<file path="src/rtl/wb_arbiter_pkg.sv">
// Shared definitions for the write-back arbiter: register-file select,
// register-zero constant and the ALU codes that identify long-latency FP ops.
package wb_arbiter_pkg;

    typedef enum logic {
        RF_INT = 1'b0,
        RF_FP  = 1'b1
    } rf_sel_e;

    localparam int REG_ZERO = 0;

    // Decode's ALU control codes for the ops routed to the long-latency FP unit.
    localparam logic [3:0] ALU_FP_ADD = 4'd9;
    localparam logic [3:0] ALU_FP_MUL = 4'd10;

endpackage

</file>
<file path="src/rtl/wb_arbiter_if.sv">
// Bundle of MEM/WB slot, long-latency FP result handshake and both
// register-file write ports seen by the write-back arbiter.
interface wb_arbiter_if #(
    parameter int DW    = 32,
    parameter int AW    = 5,
    parameter int DEPTH = 2
);
    localparam int CW = $clog2(DEPTH) + 1;

    logic          wb_valid;
    logic          wb_fp;
    logic          wb_reg_write;
    logic          wb_mem_to_reg;
    logic [AW-1:0] wb_rd;
    logic [DW-1:0] wb_alu_result;
    logic [DW-1:0] wb_mem_rdata;

    // fpl handshake: a result transfers on any clock edge where fpl_valid and
    // fpl_ready are both high; the producer holds fpl_* stable until then, and
    // fpl_ready never depends combinationally on fpl_valid.
    logic          fpl_valid;
    logic [AW-1:0] fpl_rd;
    logic [DW-1:0] fpl_result;
    logic          fpl_ready;

    logic          int_we;
    logic [AW-1:0] int_waddr;
    logic [DW-1:0] int_wdata;
    logic          fp_we;
    logic [AW-1:0] fp_waddr;
    logic [DW-1:0] fp_wdata;
    logic [CW-1:0] pend_cnt;

    modport master (
        output wb_valid, wb_fp, wb_reg_write, wb_mem_to_reg, wb_rd,
               wb_alu_result, wb_mem_rdata, fpl_valid, fpl_rd, fpl_result,
        input  fpl_ready, int_we, int_waddr, int_wdata, fp_we, fp_waddr,
               fp_wdata, pend_cnt
    );

    modport slave (
        input  wb_valid, wb_fp, wb_reg_write, wb_mem_to_reg, wb_rd,
               wb_alu_result, wb_mem_rdata, fpl_valid, fpl_rd, fpl_result,
        output fpl_ready, int_we, int_waddr, int_wdata, fp_we, fp_waddr,
               fp_wdata, pend_cnt
    );

endinterface

</file>
<file path="src/rtl/wb_fp_fifo.sv">
// Small FIFO of long-latency FP results; each entry carries a valid bit that a
// younger pipeline write to the same register can clear in place.
module wb_fp_fifo #(
    parameter int DW    = 32,
    parameter int AW    = 5,
    parameter int DEPTH = 2
) (
    input  logic                     clk,
    input  logic                     rstn,
    input  logic                     push,
    input  logic [AW-1:0]            push_rd,
    input  logic [DW-1:0]            push_data,
    input  logic                     push_valid,
    input  logic                     pop,
    input  logic                     kill_en,
    input  logic [AW-1:0]            kill_addr,
    output logic                     head_valid,
    output logic [AW-1:0]            head_rd,
    output logic [DW-1:0]            head_data,
    output logic [$clog2(DEPTH):0]   count
);
    localparam int PW = $clog2(DEPTH);

    logic [AW-1:0]    rd_q   [DEPTH];
    logic [DW-1:0]    data_q [DEPTH];
    logic [DEPTH-1:0] valid_q;
    logic [PW-1:0]    wr_ptr;
    logic [PW-1:0]    rd_ptr;

    assign head_valid = valid_q[rd_ptr];
    assign head_rd    = rd_q[rd_ptr];
    assign head_data  = data_q[rd_ptr];

    always_ff @(posedge clk or negedge rstn) begin
        if (!rstn) begin
            wr_ptr  <= '0;
            rd_ptr  <= '0;
            count   <= '0;
            valid_q <= '0;
            for (int i = 0; i < DEPTH; i++) begin
                rd_q[i]   <= '0;
                data_q[i] <= '0;
            end
        end else begin
            // Killed entries keep their slot; only the valid bit drops.
            for (int i = 0; i < DEPTH; i++) begin
                if (kill_en && (rd_q[i] == kill_addr)) begin
                    valid_q[i] <= 1'b0;
                end
            end
            if (push) begin
                rd_q[wr_ptr]    <= push_rd;
                data_q[wr_ptr]  <= push_data;
                valid_q[wr_ptr] <= push_valid;
                wr_ptr          <= wr_ptr + 1'b1;
            end
            if (pop) begin
                rd_ptr <= rd_ptr + 1'b1;
            end
            if (push && !pop) begin
                count <= count + 1'b1;
            end else if (pop && !push) begin
                count <= count - 1'b1;
            end
        end
    end

endmodule

</file>
<file path="src/rtl/wb_arbiter.sv">
// Write-back arbiter: registers the integer write port and arbitrates the FP
// write port between the pipeline, buffered long-latency results and bypass.
module wb_arbiter
    import wb_arbiter_pkg::*;
#(
    parameter int DW    = 32,
    parameter int AW    = 5,
    parameter int DEPTH = 2
) (
    input  logic         clk,
    input  logic         rstn,
    wb_arbiter_if.slave  bus
);
    localparam int CW = $clog2(DEPTH) + 1;

    rf_sel_e       wb_dest;
    logic          pw;
    logic          pfw;
    logic          accept;
    logic          bypass;
    logic          push;
    logic          push_valid;
    logic          pop;
    logic [DW-1:0] wb_data;

    logic          head_valid;
    logic [AW-1:0] head_rd;
    logic [DW-1:0] head_data;
    logic [CW-1:0] count;

    logic          fp_we_d;
    logic [AW-1:0] fp_waddr_d;
    logic [DW-1:0] fp_wdata_d;

    assign wb_dest = rf_sel_e'(bus.wb_fp);
    assign pw      = bus.wb_valid & bus.wb_reg_write;
    assign pfw     = pw & (wb_dest == RF_FP);
    assign wb_data = bus.wb_mem_to_reg ? bus.wb_mem_rdata : bus.wb_alu_result;

    assign bus.fpl_ready = (count < CW'(DEPTH));
    assign bus.pend_cnt  = count;

    assign accept = bus.fpl_valid & bus.fpl_ready;
    assign pop    = (count != '0) & ~pfw;
    assign bypass = accept & (count == '0) & ~pfw;
    assign push   = accept & ~bypass;
    // A result arriving alongside a pipeline write to the same register is older.
    assign push_valid = ~(pfw & (bus.fpl_rd == bus.wb_rd));

    wb_fp_fifo #(
        .DW    (DW),
        .AW    (AW),
        .DEPTH (DEPTH)
    ) u_fifo (
        .clk        (clk),
        .rstn       (rstn),
        .push       (push),
        .push_rd    (bus.fpl_rd),
        .push_data  (bus.fpl_result),
        .push_valid (push_valid),
        .pop        (pop),
        .kill_en    (pfw),
        .kill_addr  (bus.wb_rd),
        .head_valid (head_valid),
        .head_rd    (head_rd),
        .head_data  (head_data),
        .count      (count)
    );

    always_comb begin
        fp_we_d    = 1'b0;
        fp_waddr_d = '0;
        fp_wdata_d = '0;
        if (pfw) begin
            fp_we_d    = 1'b1;
            fp_waddr_d = bus.wb_rd;
            fp_wdata_d = wb_data;
        end else if (pop) begin
            fp_we_d    = head_valid;
            fp_waddr_d = head_rd;
            fp_wdata_d = head_data;
        end else if (bypass) begin
            fp_we_d    = 1'b1;
            fp_waddr_d = bus.fpl_rd;
            fp_wdata_d = bus.fpl_result;
        end
    end

    always_ff @(posedge clk or negedge rstn) begin
        if (!rstn) begin
            bus.int_we    <= 1'b0;
            bus.int_waddr <= '0;
            bus.int_wdata <= '0;
            bus.fp_we     <= 1'b0;
            bus.fp_waddr  <= '0;
            bus.fp_wdata  <= '0;
        end else begin
            bus.int_we    <= pw & (wb_dest == RF_INT) & (bus.wb_rd != AW'(REG_ZERO));
            bus.int_waddr <= bus.wb_rd;
            bus.int_wdata <= wb_data;
            bus.fp_we     <= fp_we_d;
            bus.fp_waddr  <= fp_waddr_d;
            bus.fp_wdata  <= fp_wdata_d;
        end
    end

endmodule

</file>
<file path="src/flat_wrapper.sv">
// flat-port wrapper written by rule: the top's interface ports become plain ports
module wb_arbiter_flat import wb_arbiter_pkg::*;
#(
    parameter int DW    = 32,
    parameter int AW    = 5,
    parameter int DEPTH = 2
)
  (clk, rstn, bus_wb_valid, bus_wb_fp, bus_wb_reg_write, bus_wb_mem_to_reg, bus_wb_rd, bus_wb_alu_result, bus_wb_mem_rdata, bus_fpl_valid, bus_fpl_rd, bus_fpl_result, bus_fpl_ready, bus_int_we, bus_int_waddr, bus_int_wdata, bus_fp_we, bus_fp_waddr, bus_fp_wdata, bus_pend_cnt);
  wb_arbiter_if #(.DW(DW), .AW(AW), .DEPTH(DEPTH)) bus_i ();
  input  logic clk;
  input  logic rstn;
  input wire logic [$bits(bus_i.wb_valid)-1:0] bus_wb_valid;
  input wire logic [$bits(bus_i.wb_fp)-1:0] bus_wb_fp;
  input wire logic [$bits(bus_i.wb_reg_write)-1:0] bus_wb_reg_write;
  input wire logic [$bits(bus_i.wb_mem_to_reg)-1:0] bus_wb_mem_to_reg;
  input wire logic [$bits(bus_i.wb_rd)-1:0] bus_wb_rd;
  input wire logic [$bits(bus_i.wb_alu_result)-1:0] bus_wb_alu_result;
  input wire logic [$bits(bus_i.wb_mem_rdata)-1:0] bus_wb_mem_rdata;
  input wire logic [$bits(bus_i.fpl_valid)-1:0] bus_fpl_valid;
  input wire logic [$bits(bus_i.fpl_rd)-1:0] bus_fpl_rd;
  input wire logic [$bits(bus_i.fpl_result)-1:0] bus_fpl_result;
  output wire logic [$bits(bus_i.fpl_ready)-1:0] bus_fpl_ready;
  output wire logic [$bits(bus_i.int_we)-1:0] bus_int_we;
  output wire logic [$bits(bus_i.int_waddr)-1:0] bus_int_waddr;
  output wire logic [$bits(bus_i.int_wdata)-1:0] bus_int_wdata;
  output wire logic [$bits(bus_i.fp_we)-1:0] bus_fp_we;
  output wire logic [$bits(bus_i.fp_waddr)-1:0] bus_fp_waddr;
  output wire logic [$bits(bus_i.fp_wdata)-1:0] bus_fp_wdata;
  output wire logic [$bits(bus_i.pend_cnt)-1:0] bus_pend_cnt;
  assign bus_i.wb_valid = bus_wb_valid;
  assign bus_i.wb_fp = bus_wb_fp;
  assign bus_i.wb_reg_write = bus_wb_reg_write;
  assign bus_i.wb_mem_to_reg = bus_wb_mem_to_reg;
  assign bus_i.wb_rd = bus_wb_rd;
  assign bus_i.wb_alu_result = bus_wb_alu_result;
  assign bus_i.wb_mem_rdata = bus_wb_mem_rdata;
  assign bus_i.fpl_valid = bus_fpl_valid;
  assign bus_i.fpl_rd = bus_fpl_rd;
  assign bus_i.fpl_result = bus_fpl_result;
  assign bus_fpl_ready = bus_i.fpl_ready;
  assign bus_int_we = bus_i.int_we;
  assign bus_int_waddr = bus_i.int_waddr;
  assign bus_int_wdata = bus_i.int_wdata;
  assign bus_fp_we = bus_i.fp_we;
  assign bus_fp_waddr = bus_i.fp_waddr;
  assign bus_fp_wdata = bus_i.fp_wdata;
  assign bus_pend_cnt = bus_i.pend_cnt;
  wb_arbiter #(.DW(DW), .AW(AW), .DEPTH(DEPTH)) u_core (.clk(clk), .rstn(rstn), .bus(bus_i));
endmodule
</file>
<file path="config.mk">
export PLATFORM = sky130hd
export DESIGN_NAME = wb_arbiter_flat
export DESIGN_NICKNAME = d
export VERILOG_FILES = /design/src/rtl/wb_arbiter_pkg.sv /design/src/rtl/wb_arbiter_if.sv /design/src/rtl/wb_fp_fifo.sv /design/src/rtl/wb_arbiter.sv /design/src/flat_wrapper.sv
export SDC_FILE = /design/constraint.sdc
export NUM_CORES = 1
export LEC_CHECK = 0
export ABC_AREA = 1
export CORE_MARGIN = 2
export CORE_UTILIZATION = 25
export DETAILED_ROUTE_END_ITERATION = 12
export GPL_TIMING_DRIVEN = 0
export HOLD_SLACK_MARGIN = 0.1
export PLACE_DENSITY_LB_ADDON = 0.1
export SETUP_SLACK_MARGIN = 0.3
export SYNTH_ARGS = -nofsm -noshare
export SYNTH_HDL_FRONTEND = slang
export SYNTH_SLANG_ARGS = --single-unit
</file>
<file path="constraint.sdc">
create_clock -name clk -period 1.4 [get_ports clk]
set_input_delay 0.28 -clock clk [delete_from_list [all_inputs] [get_ports clk]]
set_output_delay 0.28 -clock clk [all_outputs]
set_load 0.02 [all_outputs]
</file>
### Clock routing, run 1

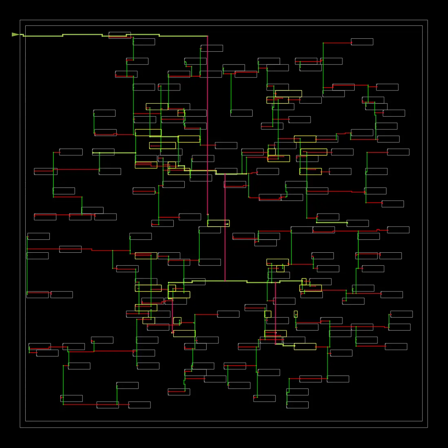
Worst Skew: 9.24 ps
flip-flops: 156
CTS sink cnt: 156
clk pwr: 0.00524 W

### Routed clock nets over the placement, run 1

Drawn at 3 px/um.
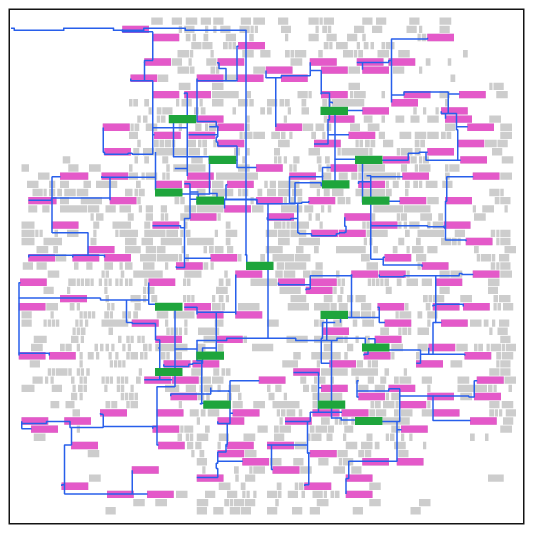
- clock wires: blue (length 2,360 um)
- flip-flops: magenta (count 156)
- clock-net drivers: green (count 17)
- routed clock nets: 18
clk_lat worst skew: 430 ps
Clk pwr share: 0.229

==> impl_metrics.csv, run 1 <==
group,metric,value,unit
route,route.detailed.drc,0,
timing,hold-worst-slack,-162,ps
status,status,"finished with violations",
yosys,avgSynthCellArea,8.20,um^2
yosys,xor_share,0.00377,
critical_path,crit_family,"buffers and inverters",
cells_and_area,finalInstanceArea,0.0120,mm^2
floorplan,die_x,171,um
grt,grtUsageMet2,0.273,
timing,setup_violations,19,
timing,setup_ws,-15.8,ps
power_and_ir_drop,power.net_switching,0.00837,W
place,port_buffers,190,
critical_path,cp_num_cells,9,
critical_path,max_stage_delay,440,ps
floorplan,rows,61,
route,dr.pass1.iters,4,
yosys,area_leaders,"dfrtp_1, nand2_1, o21ai_0, inv_1, nand3_1",
status,violations,"hold timing, setup timing",
yosys,yosys.stat.seqShare,0.560,
timing,hold_viol,72,
floorplan,fp_util,0.252,
timing,clock.fmax,706,MHz
route,dr_wl_met3,1.13,mm
power_and_ir_drop,comb_power,0.0106,W
### Wiring by layer, run 1

Drawn at 1.5 px/um.
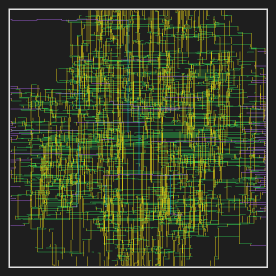
- M1: green (wire length 11,900 um)
- M4: cyan (wire length 242 um)
- M2: yellow (wire length 12,100 um)
- M3: purple (wire length 1,130 um)

==> run 1: final cells by class <==
class	instances	area [um^2]	share of cell area
Sequential cell	156	3910	0.325
Multi-Input combinational cell	553	3210	0.267
Timing Repair Buffer	235	2820	0.235
Buffer	44	547	0.0455
Tap cell	378	473	0.0394
Clock buffer	19	443	0.0369
Inverter	97	392	0.0326
Clock inverter	13	214	0.0178
Antenna cell	1	2.50	0.000208
==> run 1: how the worst min path moves through the flow <==
stage,endpoint,cells past startpoint,from
after floorplan,u_core.bus.fp_waddr[0],0,rstn
after global placement,u_core.u_fifo.data_q[2],2,u_core.u_fifo.data_q[2]
after detailed placement,u_core.bus.int_wdata[25],1,rstn
after CTS,u_core.bus.int_wdata[25],1,rstn
after global routing,u_core.bus.fp_wdata[25],1,rstn
final,u_core.bus.int_wdata[25],1,rstn
### Logic cells by family, run 1

Drawn at 1.5 px/um.
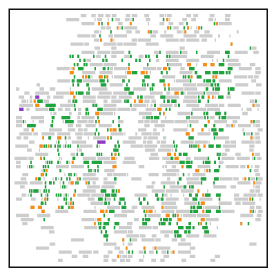

==> run 2: changes to the inputs <==
ABC_AREA = default   (was 1)
### Logic cells by family, run 2

Drawn at 1.5 px/um.
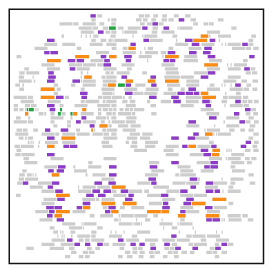
- aoi and oai cells: orange (cells 43; where all over the die)
- nand cells: green (cells 7; where west)
- mux cells: purple (cells 146; where all over the die)
Commonest Layout Cell: dfrtp_1
logic share of the area: 0.294

### Routed clock nets over the placement, run 2

Drawn at 3 px/um.
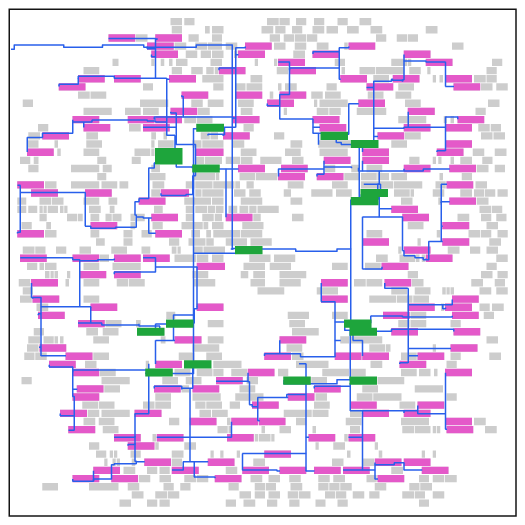
- clock wires: blue (length 2,340 um)
- flip-flops: magenta (count 156)
- clock-net drivers: green (count 17)
- flops lie: all over the die
- routed clock nets: 18

==> run 2 against run 1 <==
The flow still finishes with violations (hold timing, setup timing). Global-route usage fell by 1.8 points. Maximum frequency fell by 14%. Clock skew rose by 1.7 ps. Worst hold slack got worse by 20 ps. Cell count fell by 27%. Largest cell class unchanged.
==> impl_metrics.csv, run 2 <==
group,metric,value,unit
status,status,"finished with violations",
status,violations,"hold timing, setup timing",
cells_and_area,buffers_excl_clock,262,
timing,setup_ws,-251,ps
floorplan,fp_util,0.253,
clock_tree,clk_latency,420,ps
floorplan,tap-cell-count,341,
critical_path,cp_num_cells,7,
cells_and_area,buffer_area_frac,0.268,
clock_tree,cts_num_sinks,156,
yosys,yosys.stat.seqShare,0.577,
power_and_ir_drop,power.net_switching,0.00773,W
timing,skew,10.9,ps
cells_and_area,finalInstanceArea,0.0114,mm^2
yosys,aoi_share,0.0555,
route,dr.pass1.iters,4,
floorplan,die-area,0.0284,mm^2
cells_and_area,sh_seq_area,0.343,
power_and_ir_drop,clkPwrFrac,0.206,
route,dr_wl_met3,755,um
timing,hold_viol,74,
cells_and_area,final-comb-area,0.00335,mm^2
critical_path,path_buffers,3,
timing,clock.fmax,606,MHz
cells_and_area,num_antenna_cells,0,
critical_path,crit_family,"buffers and inverters",
floorplan,die_x,168,um
cells_and_area,final_layout_top_logic_cells,"dfrtp_1, clkdlybuf4s50_1, buf_6, nor2_1, mux2_4",
grt,grtUsageMet2,0.258,
timing,setup_violations,118,
cells_and_area,logic_gate_count,299,
timing,hold-worst-slack,-182,ps
cells_and_area,seqCellArea,0.00391,mm^2
yosys,avgSynthCellArea,13.6,um^2
cells_and_area,nonClockInverterCount,3,
route,route.detailed.drc,0,
clock_tree,clockBufferDepth,2,
floorplan,rows,60,
cells_and_area,largest_class,"sequential cells",
yosys,yosys.cell_types.count,29,
yosys,area_leaders,"dfrtp_1, mux2_2, a221oi_1, mux2_1, nor2_1",
cells_and_area,clkbuf_count,19,
yosys,xor_share,0.0259,
### Wiring by layer, run 2

Drawn at 1.5 px/um.
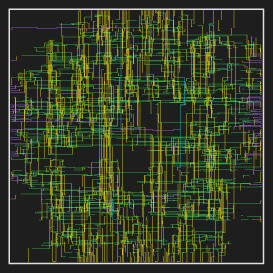
- M4: cyan (wire length 224 um)
- M1: green (wire length 9,410 um)
- M2: yellow (wire length 10,500 um)
- M3: purple (wire length 756 um)

run 2: cell count changes after synthesis, sizes merged, moves of 66 or more:
cell	previous run	this run
mux2	0	143
nor2	12	78
nand3	71	3
inv	97	3
nand2	346	1
o21ai	113	1
run 2: cells by family after synthesis:
kind of cell,after synthesis
and+or+nand+nor,89
xor gates and xnor gates,20
DFF,156
adders and majority gates,1
muxes,146
AOI/OAI and AO/OA,43
buffers and inverters,41
run 2: power groups by stage:
stage | clock network (W) | registers, W | logic (W)
CTS | 0.00512 | 0.00734 | 0.0110
finish | 0.00499 | 0.00737 | 0.0119
detailed placement | 0 | 0.00724 | 0.00905
global placement | 0 | 0.00716 | 0.00894
global route | 0.00534 | 0.00758 | 0.0126
floorplan | 0 | 0.00784 | 0.00535
### Clock routing, run 2

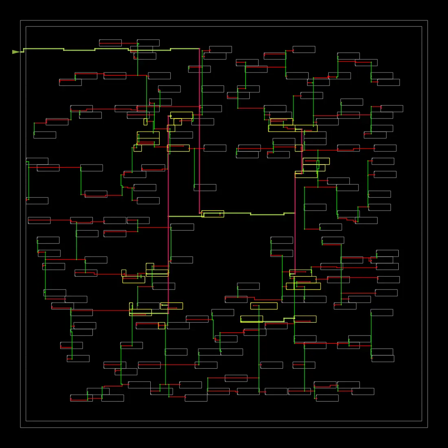

==> run 3: changes to the inputs <==
CELL_PAD_IN_SITES_DETAIL_PLACEMENT = 1   (was default)
CELL_PAD_IN_SITES_GLOBAL_PLACEMENT = 2   (was default)
### Clock routing, run 3

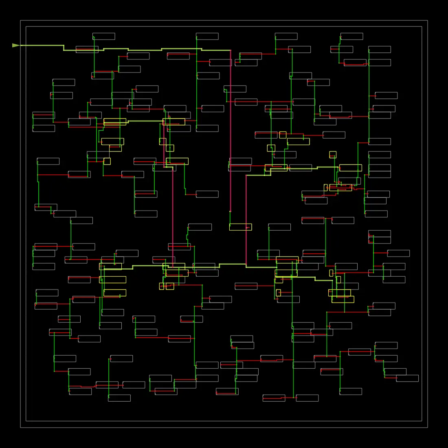
clock buffers: 20
clk_lat worst skew: 420 ps
Worst Skew: 14.2 ps
clk pwr: 0.00448 W

### Wiring by layer, run 3

Drawn at 1.5 px/um.
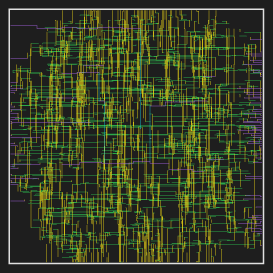
- M2: yellow (wire length 11,300 um)
- M3: purple (wire length 936 um)
- M1: green (wire length 9,510 um)
- M4: cyan (wire length 163 um)

==> run 3 against run 2 <==
The run still ends with hold timing, setup timing left. Utilization is 0.45 points lower. Cell count grew 0.27%. Sequential power is essentially flat. Sequential share of layout area is 0.37 points higher. Setup slack improved by 8.8 ps. Non-clock buffer count rose by 2. Global-route usage grew 1.0 points. Critical path depth did not move. Combinational power about the same. Via count up 1.3%. Design area decreased by 1.1%. Die area did not move. Largest power group unchanged. Highest routed layer unchanged.
==> impl_metrics.csv, run 3 <==
group,metric,value,unit
status,status,"finished with violations",
status,violations,"hold timing, setup timing",
critical_path,cp_num_cells,7,
critical_path,max_stage_delay,410,ps
power_and_ir_drop,power.net_switching,0.00772,W
grt,grtUsageMet2,0.282,
clock_tree,cts_num_sinks,156,
yosys,yosys.cell_types.count,29,
yosys,yosys.stat.seqShare,0.577,
cells_and_area,layout_top_cell,"dfrtp_1",
cells_and_area,finalInstanceArea,0.0113,mm^2
yosys,area_leaders,"dfrtp_1, mux2_2, a221oi_1, mux2_1, nor2_1",
timing,setup_violations,115,
yosys,avgSynthCellArea,13.6,um^2
clock_tree,clockBufferDepth,2,
timing,setup_ws,-242,ps
timing,hold-worst-slack,-219,ps
critical_path,worstRegToRegCells,7,
cells_and_area,num_antenna_cells,0,
timing,clock.fmax,609,MHz
floorplan,die_x,168,um
timing,hold_viol,63,
critical_path,crit_family,"buffers and inverters",
yosys,xor_share,0.0259,
place,port_buffers,190,
floorplan,rows,60,
route,dr_wl_met3,936,um
cells_and_area,final_layout_top_logic_cells,"dfrtp_1, clkdlybuf4s50_1, buf_6, mux2_4, nor2_1",
power_and_ir_drop,powerSeq,0.00735,W
critical_path,path_buffers,3,
route,dr.pass1.iters,4,
power_and_ir_drop,power_leader,"combinational cells",
### Logic cells by family, run 3

Drawn at 1.5 px/um.
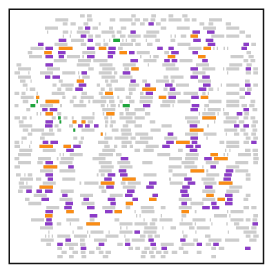
- mux cells: purple (cells 146; where all over the die)
- nand cells: green (cells 7)
- aoi and oai cells: orange (cells 43; where all over the die)

run 3: cell counts after synthesis:
Identical to the previous run, type by type.
run 3: layout make-up:
type / count / area (um^2)
Sequential cell: 156 / 3910
Tap cell: 341 / 427
Inverter: 3 / 18.8
Clock buffer: 20 / 447
Timing Repair Buffer: 226 / 2550
Clock inverter: 12 / 110
Fill cell: 2719 / 15500
Buffer: 38 / 482
Multi-Input combinational cell: 299 / 3320
run 3: worst register-to-register path: stages, from the launching register on:
cell,delay (ps)
dfrtp_2,410
nand2b_4,170
a21oi_4,160
buf_6,120
nand2b_4,60
buf_12,150
buf_12,140
mux2_4,310

## Gallery

Signal wires on met3.
Drawn at 3 px/um.
shot_01.png
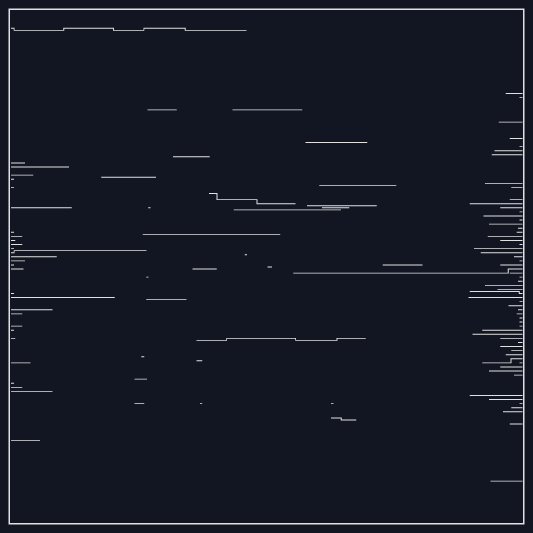
shot_02.png
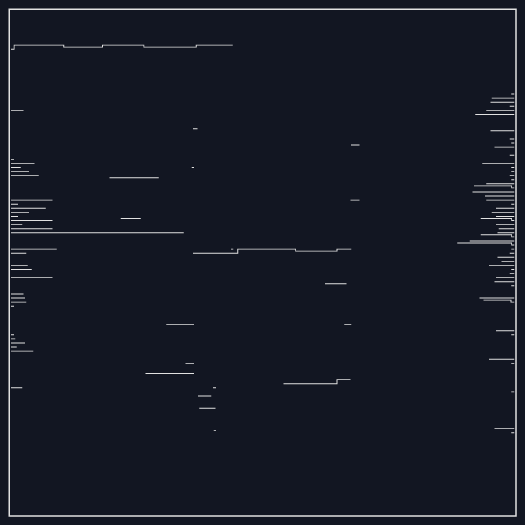
run 2: shot_02.png
run 1: shot_01.png

Key to shot_02.png:
- main direction: horizontal
- longest straight run: 57.3 um
- nets with wire on the layer: 89
- wire length on this layer: 756 um

Power and IR drop assume default switching activity.
